### src/rtl/mux_share_arbiter_pkg.sv
`default_nettype none
// +----------------------------------------------------------------------------+
// | Module      : mux_share_arbiter_pkg                                        |
// | Description : Shared definitions for the two-port mux-sharing arbiter:     |
// |               arbiter state encodings, the reset value of the              |
// |               round-robin pointer, the hold-counter width, and a helper    |
// |               that maps a winning port index to its grant state.           |
// | Ports       : none (package)                                               |
// | Revision    : 1.0  initial release                                         |
// +----------------------------------------------------------------------------+
package mux_share_arbiter_pkg;

   // Arbiter states. Encodings are fixed so that other blocks and debug
   // tooling can decode a captured state word without this package.
   localparam logic [1:0] c_IDLE   = 2'd0;
   localparam logic [1:0] c_GRANT0 = 2'd1;
   localparam logic [1:0] c_GRANT1 = 2'd2;

   // After reset port 1 counts as the most recently served port, so port 0
   // wins the first simultaneous request.
   localparam logic c_LAST_SERVED_RST = 1'b1;

   // Hold counter width; covers the whole legal MAX_HOLD range (2..255).
   localparam int c_HOLD_W = 8;

   // Grant state that corresponds to a winning port index.
   function automatic logic [1:0] grant_state(input logic idx);
      return idx ? c_GRANT1 : c_GRANT0;
   endfunction

endpackage : mux_share_arbiter_pkg
`default_nettype wire

### src/rtl/mux_share_mux2.sv
`default_nettype none
// +----------------------------------------------------------------------------+
// | Module      : mux_share_mux2                                               |
// | Description : Single-bit 2:1 multiplexer cell used to build the shared     |
// |               selection path one data bit at a time.                       |
// | Ports       : a0 - input selected when s = 0                               |
// |               a1 - input selected when s = 1                               |
// |               s  - select                                                  |
// |               y  - selected output                                         |
// | Revision    : 1.0  initial release                                         |
// +----------------------------------------------------------------------------+
module mux_share_mux2 (
   input  logic a0,
   input  logic a1,
   input  logic s,
   output logic y
);

   assign y = s ? a1 : a0;

endmodule : mux_share_mux2
`default_nettype wire

### src/rtl/mux_share_rr_pick.sv
`default_nettype none
// +----------------------------------------------------------------------------+
// | Module      : mux_share_rr_pick                                            |
// | Description : Combinational two-way round-robin pick. With one request     |
// |               active that port wins; with both active the port that was    |
// |               not served last wins.                                        |
// | Ports       : req0, req1   - request lines                                 |
// |               last_served  - index of the most recently granted port       |
// |               win          - winning port index (valid when any = 1)       |
// |               any          - at least one request is active                |
// | Revision    : 1.0  initial release                                         |
// +----------------------------------------------------------------------------+
module mux_share_rr_pick
   import mux_share_arbiter_pkg::*;
(
   input  logic req0,
   input  logic req1,
   input  logic last_served,
   output logic win,
   output logic any
);

   always_comb begin
      any = req0 | req1;
      if (req0 && req1) begin
         win = ~last_served;
      end else begin
         // Single request (or none): the requesting port is port 1 exactly
         // when req1 is the active line. With no request the value is unused.
         win = req1;
      end
   end

endmodule : mux_share_rr_pick
`default_nettype wire

### src/rtl/mux_share_arbiter.sv
`default_nettype none
// +----------------------------------------------------------------------------+
// | Module      : mux_share_arbiter                                            |
// | Description : Round-robin arbiter sharing one 2:1 selection path between   |
// |               two requesters. Grants are registered and one-hot or zero;   |
// |               the word of the granted requester is captured into out_data  |
// |               one cycle after the requester sees its grant.                |
// | Parameters  : WIDTH    - data width (default 8)                            |
// |               MAX_HOLD - max consecutive grant cycles before a forced      |
// |                          handoff, 2..255 (default 4)                       |
// | Options     : MUX_SHARE_ARB_TIMEOUT_EN - when defined, a port that has     |
// |               held the grant for MAX_HOLD cycles yields to a waiting       |
// |               requester. When undefined, grants last while req is high.    |
// | Ports       : clock     - system clock, rising edge                        |
// |               resetn    - synchronous active-low reset                     |
// |               req0/req1 - requests from port 0 / port 1                    |
// |               data0/1   - request data from port 0 / port 1                |
// |               gnt0/gnt1 - registered grants                                |
// |               sel       - shared path select (0 = data0, 1 = data1)        |
// |               out_data  - registered selected word                         |
// |               out_valid - out_data holds a granted requester's word        |
// | Revision    : 1.0  initial release                                         |
// +----------------------------------------------------------------------------+
module mux_share_arbiter
   import mux_share_arbiter_pkg::*;
#(
   parameter int WIDTH    = 8,
   parameter int MAX_HOLD = 4
) (
   input  logic             clock,
   input  logic             resetn,
   input  logic             req0,
   input  logic             req1,
   input  logic [WIDTH-1:0] data0,
   input  logic [WIDTH-1:0] data1,
   output logic             gnt0,
   output logic             gnt1,
   output logic             sel,
   output logic [WIDTH-1:0] out_data,
   output logic             out_valid
);

   // -------------------------------------------------------------------------
   // Elaboration-time parameter guard
   // -------------------------------------------------------------------------
   if ((MAX_HOLD < 2) || (MAX_HOLD > 255)) begin : g_bad_max_hold
      $error("mux_share_arbiter: MAX_HOLD must be in the range 2..255");
   end

   // -------------------------------------------------------------------------
   // Declarations
   // -------------------------------------------------------------------------
   logic [1:0]       r_state;
   logic [1:0]       w_next;
   logic             r_last_served;
   logic             r_sel;
   logic             r_out_valid;
   logic [WIDTH-1:0] r_out_data;
   logic [WIDTH-1:0] w_mux;
   logic             w_win;
   logic             w_any;
   logic             w_cur_req;
   logic             w_xfer;
   logic             w_expire;

   // -------------------------------------------------------------------------
   // Round-robin pick, shared by the IDLE decision and by handoffs. While a
   // port holds the grant it is also last_served, so when its request drops
   // (or it times out) the pick naturally lands on the other port.
   // -------------------------------------------------------------------------
   mux_share_rr_pick u_pick (
      .req0        (req0),
      .req1        (req1),
      .last_served (r_last_served),
      .win         (w_win),
      .any         (w_any)
   );

   // -------------------------------------------------------------------------
   // Optional hold-limit logic
   // -------------------------------------------------------------------------
`ifdef MUX_SHARE_ARB_TIMEOUT_EN
   localparam logic [c_HOLD_W-1:0] c_HOLD_LAST = c_HOLD_W'(MAX_HOLD - 1);

   logic [c_HOLD_W-1:0] r_hold;
   logic                w_other_req;

   assign w_other_req = (r_state == c_GRANT1) ? req0 : req1;
   // Yield only when someone is waiting; otherwise the grant continues with
   // the counter parked at its saturation value.
   assign w_expire    = (r_hold == c_HOLD_LAST) && w_other_req;

   always_ff @(posedge clock) begin
      if (!resetn) begin
         r_hold <= '0;
      end else if ((w_next == c_IDLE) || (w_next != r_state)) begin
         // Cleared in IDLE and on every grant entry, including a direct
         // GRANT0 <-> GRANT1 handoff.
         r_hold <= '0;
      end else if (r_hold != c_HOLD_LAST) begin
         r_hold <= r_hold + 1'b1;
      end
   end
`else
   assign w_expire = 1'b0;
`endif

   // -------------------------------------------------------------------------
   // Next-state logic
   // -------------------------------------------------------------------------
   assign w_cur_req = (r_state == c_GRANT1) ? req1 : req0;

   always_comb begin
      w_next = r_state;
      case (r_state)
         c_IDLE: begin
            if (w_any) begin
               w_next = grant_state(w_win);
            end
         end
         c_GRANT0, c_GRANT1: begin
            // Burst ends (or is forced to end): hand off directly to the
            // other port if it is waiting, otherwise fall back to IDLE.
            if (!w_cur_req || w_expire) begin
               w_next = w_any ? grant_state(w_win) : c_IDLE;
            end
         end
         default: begin
            w_next = c_IDLE;
         end
      endcase
   end

   // -------------------------------------------------------------------------
   // Shared data path: one mux cell per data bit
   // -------------------------------------------------------------------------
   for (genvar i = 0; i < WIDTH; i++) begin : g_bit
      mux_share_mux2 u_mux (
         .a0 (data0[i]),
         .a1 (data1[i]),
         .s  (r_sel),
         .y  (w_mux[i])
      );
   end

   // A word is transferred only while the granted port still requests.
   assign w_xfer = ((r_state == c_GRANT0) && req0) ||
                   ((r_state == c_GRANT1) && req1);

   // -------------------------------------------------------------------------
   // State, select and output registers
   // -------------------------------------------------------------------------
   always_ff @(posedge clock) begin
      if (!resetn) begin
         r_state       <= c_IDLE;
         r_last_served <= c_LAST_SERVED_RST;
         r_sel         <= 1'b0;
         r_out_valid   <= 1'b0;
         r_out_data    <= '0;
      end else begin
         r_state <= w_next;
         // sel tracks the grant state and keeps its last value in IDLE.
         if (w_next == c_GRANT0) begin
            r_sel         <= 1'b0;
            r_last_served <= 1'b0;
         end else if (w_next == c_GRANT1) begin
            r_sel         <= 1'b1;
            r_last_served <= 1'b1;
         end
         r_out_valid <= w_xfer;
         if (w_xfer) begin
            r_out_data <= w_mux;
         end
      end
   end

   // -------------------------------------------------------------------------
   // Outputs
   // -------------------------------------------------------------------------
   assign gnt0      = (r_state == c_GRANT0);
   assign gnt1      = (r_state == c_GRANT1);
   assign sel       = r_sel;
   assign out_data  = r_out_data;
   assign out_valid = r_out_valid;

endmodule : mux_share_arbiter
`default_nettype wire

### config.mk
export PLATFORM = sky130hd
export DESIGN_NAME = mux_share_arbiter
export DESIGN_NICKNAME = d
export VERILOG_FILES = /design/src/rtl/mux_share_arbiter_pkg.sv /design/src/rtl/mux_share_mux2.sv /design/src/rtl/mux_share_rr_pick.sv /design/src/rtl/mux_share_arbiter.sv
export SDC_FILE = /design/constraint.sdc
export NUM_CORES = 1
export LEC_CHECK = 0
export CAP_MARGIN = 0
export CORE_ASPECT_RATIO = 0.9
export CORE_MARGIN = 4
export CORE_UTILIZATION = 35
export DETAILED_ROUTE_END_ITERATION = 6
export GPL_TIMING_DRIVEN = 0
export PLACE_DENSITY = 0.72
export SLEW_MARGIN = 20
export SYNTH_ARGS = -nofsm -noshare
export SYNTH_HDL_FRONTEND = slang
export SYNTH_SLANG_ARGS = --single-unit
export TNS_END_PERCENT = 30
### constraint.sdc
create_clock -name clock -period 2.25 [get_ports clock]
set_input_delay 0.45 -clock clock [delete_from_list [all_inputs] [get_ports clock]]
set_output_delay 0.45 -clock clock [all_outputs]
set_load 0.02 [all_outputs]
Fig. 1: sequential cells grouped by signal name
Other sequential cells in the stronger grey, the rest of the logic in the fainter grey.
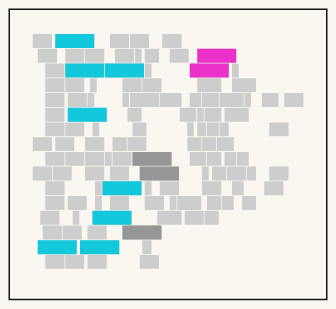
legend:
  magenta:
    signal: r_state
    flops: 2
  cyan:
    signal: out_data
    flops: 8

Fig. 2: placed standard cells
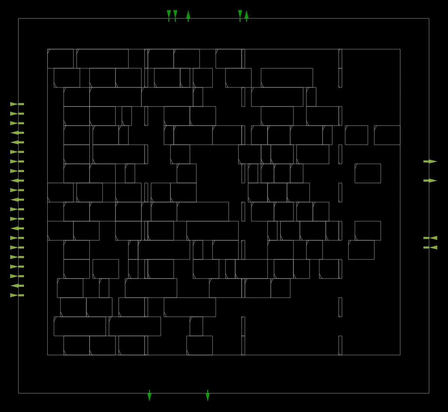
core footprint: 2180 µm²
num tapcells: 27
Seq/total area: 0.222
registers: 13

==> summary.txt <==
Post-route DRC = 0
Clock skew = 0.00224 ns
RSZ-0062 raised after global routing = no
Synth cell types = 24
Yosys stat chip area = 800 µm²
Psw = 0.463 mW
Worst setup EP type = output pin
Outcome = finished clean
Hold path depth = 1
Mean Syn Cell Area = 9.75 µm²
Simple share = 0.153
Final nets = 144
Pint = 0.740 mW
Registers, synthesis = 13
Worst setup path startpoint = r_state[0]$_SDFF_PN0_
Busiest grt layer = met2
Worst path required time = 1.80 ns
Drt wl/cell = 12.3 µm
Top routing layer in use = met4
Power Density = 1030 nW/µm²
CTS tree = yes
Post-CTS Setup Bufs = 0
Worst slew pin tran = 0.408 ns
Hpwl dp = 1450 µm
Antenna violations before repair = 0
Critical Path Start Type = flip-flop
Crit path DAT = 1.63 ns
Grt met1 use = 0.137
Met1 Wirelength = 740 µm
FF/Latch Area = 260 µm²
H-tree level count = 1
Critical path type = flip-flop to output pin
Post_cts resized = 0
Area Growth Syn to Fin = 46.6%
Vias in the first global route = 722
Worst Path Buf+Inv = 2
Chip Area = 3110 µm²
Die X = 58.4 µm
FF-to-FF End = r_last_served$_SDFFE_PN1P_
Yosys cell count = 82
Io pins = 32
Grt total ovfl = 0
Sequential Power Share = 0.300
Worst r2r path cells = 8
Final slew viol count = 0
Synth area leader = dfxtp_1
Top Family by Delay on Critical Path = buffers and inverters
Tcrit/Tclk final = 0.924
Comb. cell area = 492 µm²
Largest logic family = AND-OR/OR-AND gates
DP Area = 1140 µm²
Via Count = 722
Design area = 1170 µm²
Path type of the worst min-delay path = flip-flop to flip-flop
Max-cap violations = 0
Setup_tns = 0 ns
Minimum clock period after layout = 2.08 ns
CP endpoint = gnt1
Fillers = 202
Most used flip-flop cell = dfxtp_1
Hold Startpoint = out_data[6]$_SDFFE_PN0P_
Clock power frac = 0.114
Top cells, area = dfxtp_1 33%, o211a_1 14%, mux2i_1 11%
Die Y = 53.3 µm
Initial Util = 0.366
Synthesized cell area = 800 µm²
Cells after synthesis = 82
Pwr Total = 1.20 mW
Tool warnings = 30
Routability cong. = 0.803
Reg2Reg Setup Slack = 0.22 ns
Max-slew headroom = 0.728
YS warnings = 0
CTS sink cnt = 13
# setup viols final = 0
CTS Root Buffer Type = clkbuf_4
Clock Latency Late Sink = 0.26 ns
Worst hold margin = 0.504 ns
Total wire length = 1770 µm
1st-pass router iterations = 4
Clock Path Buffers = 2
Cell Rows = 16
Levels on crit path = 3
Critical path peak fanout = 7
Total GRT Usage = 0.124
Largest net degree at the start of global routing = 11
Starting DRT DRC Count = 6
Worst hold endpoint = out_data[6]$_SDFFE_PN0P_
Post-CTS Hold Buffers = 0
Clk pin slew, worst setup/hold paths = 0.08 ns
Metal2 WL = 830 µm
Net Count, Synth = 108
Slowest CP cell = clkdlybuf4s50_1
First-pass GRT wire length = 2980 µm
Max incr delay on CP = 0.56 ns
TritonCTS buffer count = 3
Area leader share = 0.326
Fmax = 481 MHz
Port Buffers = 31
M2 GR Usage = 0.223
Met3 WL = 193 µm
Fraction of registers with async set/reset = 0
Met3 usage = 0.0561
CP Cell Sequence = inv_1, ha_1, clkdlybuf4s50_1
DR vias/cell = 5.01
Comb power frac = 0.586
XOR/XNOR Area Share = 0
Max FFs per register = 8
Layout cells sized above 1 = 0.0855
ANT cells = 0
Static Leak = 0.538 nW
Adder Share, Synth = 0.0939
Peak VDD IR = 497 µV
AND-OR/OR-AND Cells, Area Fraction = 0.252
R2r startpoint = r_state[0]$_SDFF_PN0_
Post-synth mux share = 0.113
Post-synth EDFFs = 0
Seq share, synth = 0.326
Net Sw Frac = 0.385
Fin. Hold Viols = 0
Final ANT Viol Nets = 0
Fig. 3: metal 3
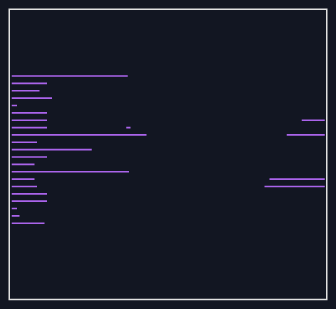
wire length on this layer: 194 µm
nets with wire on the layer: 25
main direction: horizontal
share of all routed wire: 11%
longest straight run: 24.6 µm

Fig. 4: signal metal coverage by tile
12 x 11 tiles, from black (low) to pale yellow (high), scaled to the fullest tile. Values are wire area over tile area, all layers added.
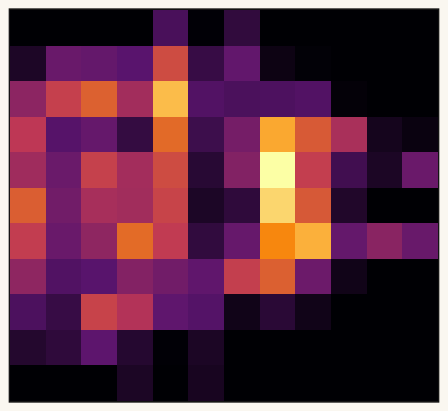
tiles over half the peak: 17%
emptiest ninth of the die: bottom right
fullest tile: 0.41

==> power groups by stage <==
stage	combinational, mW	sequential, mW	clock [mW]
finish	0.704	0.361	0.137
global route	0.769	0.373	0.157
CTS	0.708	0.361	0.143
detailed placement	0.705	0.365	0
global placement	0.695	0.364	0
floorplan	0.410	0.421	0
==> placed cells by master (no fill, tap or decap) <==
cell type         n
o211a_1          11
and2b_2           1
and3b_2           1
dfxtp_1          13
clkbuf_1          2
nand2b_1          2
a22o_1            1
inv_1             4
buf_6             1
nor3b_1           1
a31oi_1           1
a21boi_0          1
buf_8             1
clkdlybuf4s50_1  31
o221ai_1          1
o21ai_1           1
mux2i_1           9
o211ai_1          5
o2111ai_1         2
buf_2             1
nand2_1          11
clkbuf_4          3
and2_2            1
nor2b_1           3
nor2b_2           1
nand3_1           2
ha_1              6
==> synthesized netlist by cell type (2+ instances only) <==
| cell type | instances |
|---|---|
| o211ai_1 | 5 |
| nand3_1 | 2 |
| nand2_1 | 11 |
| o2111ai_1 | 2 |
| nor2b_1 | 4 |
| dfxtp_1 | 13 |
| mux2i_1 | 9 |
| o211a_1 | 11 |
| ha_1 | 6 |
| nand2b_1 | 2 |
| inv_1 | 4 |
==> metrics by stage <==
stage | setup WS (ns) | std cells | utilization
2_1_floorplan | 0.332 | 82 | -
3_3_place_gp | -0.0589 | 140 | 0.524
3_5_place_dp | -0.0826 | 140 | 0.524
4_1_cts | 0.147 | 144 | 0.536
5_1_grt | 0.0581 | 144 | 0.537
6_report | 0.172 | 144 | 0.537
==> area by class of cell <==
class                   instances  share of cell area
multi-input cells              61               0.419
clock buffers                   4              0.0224
repair buffers                 31               0.265
well taps                      27              0.0288
plain buffers                   4              0.0299
inverters                       4              0.0128
flip-flops and latches         13               0.222
Power is estimated from default activity; no workload was simulated.
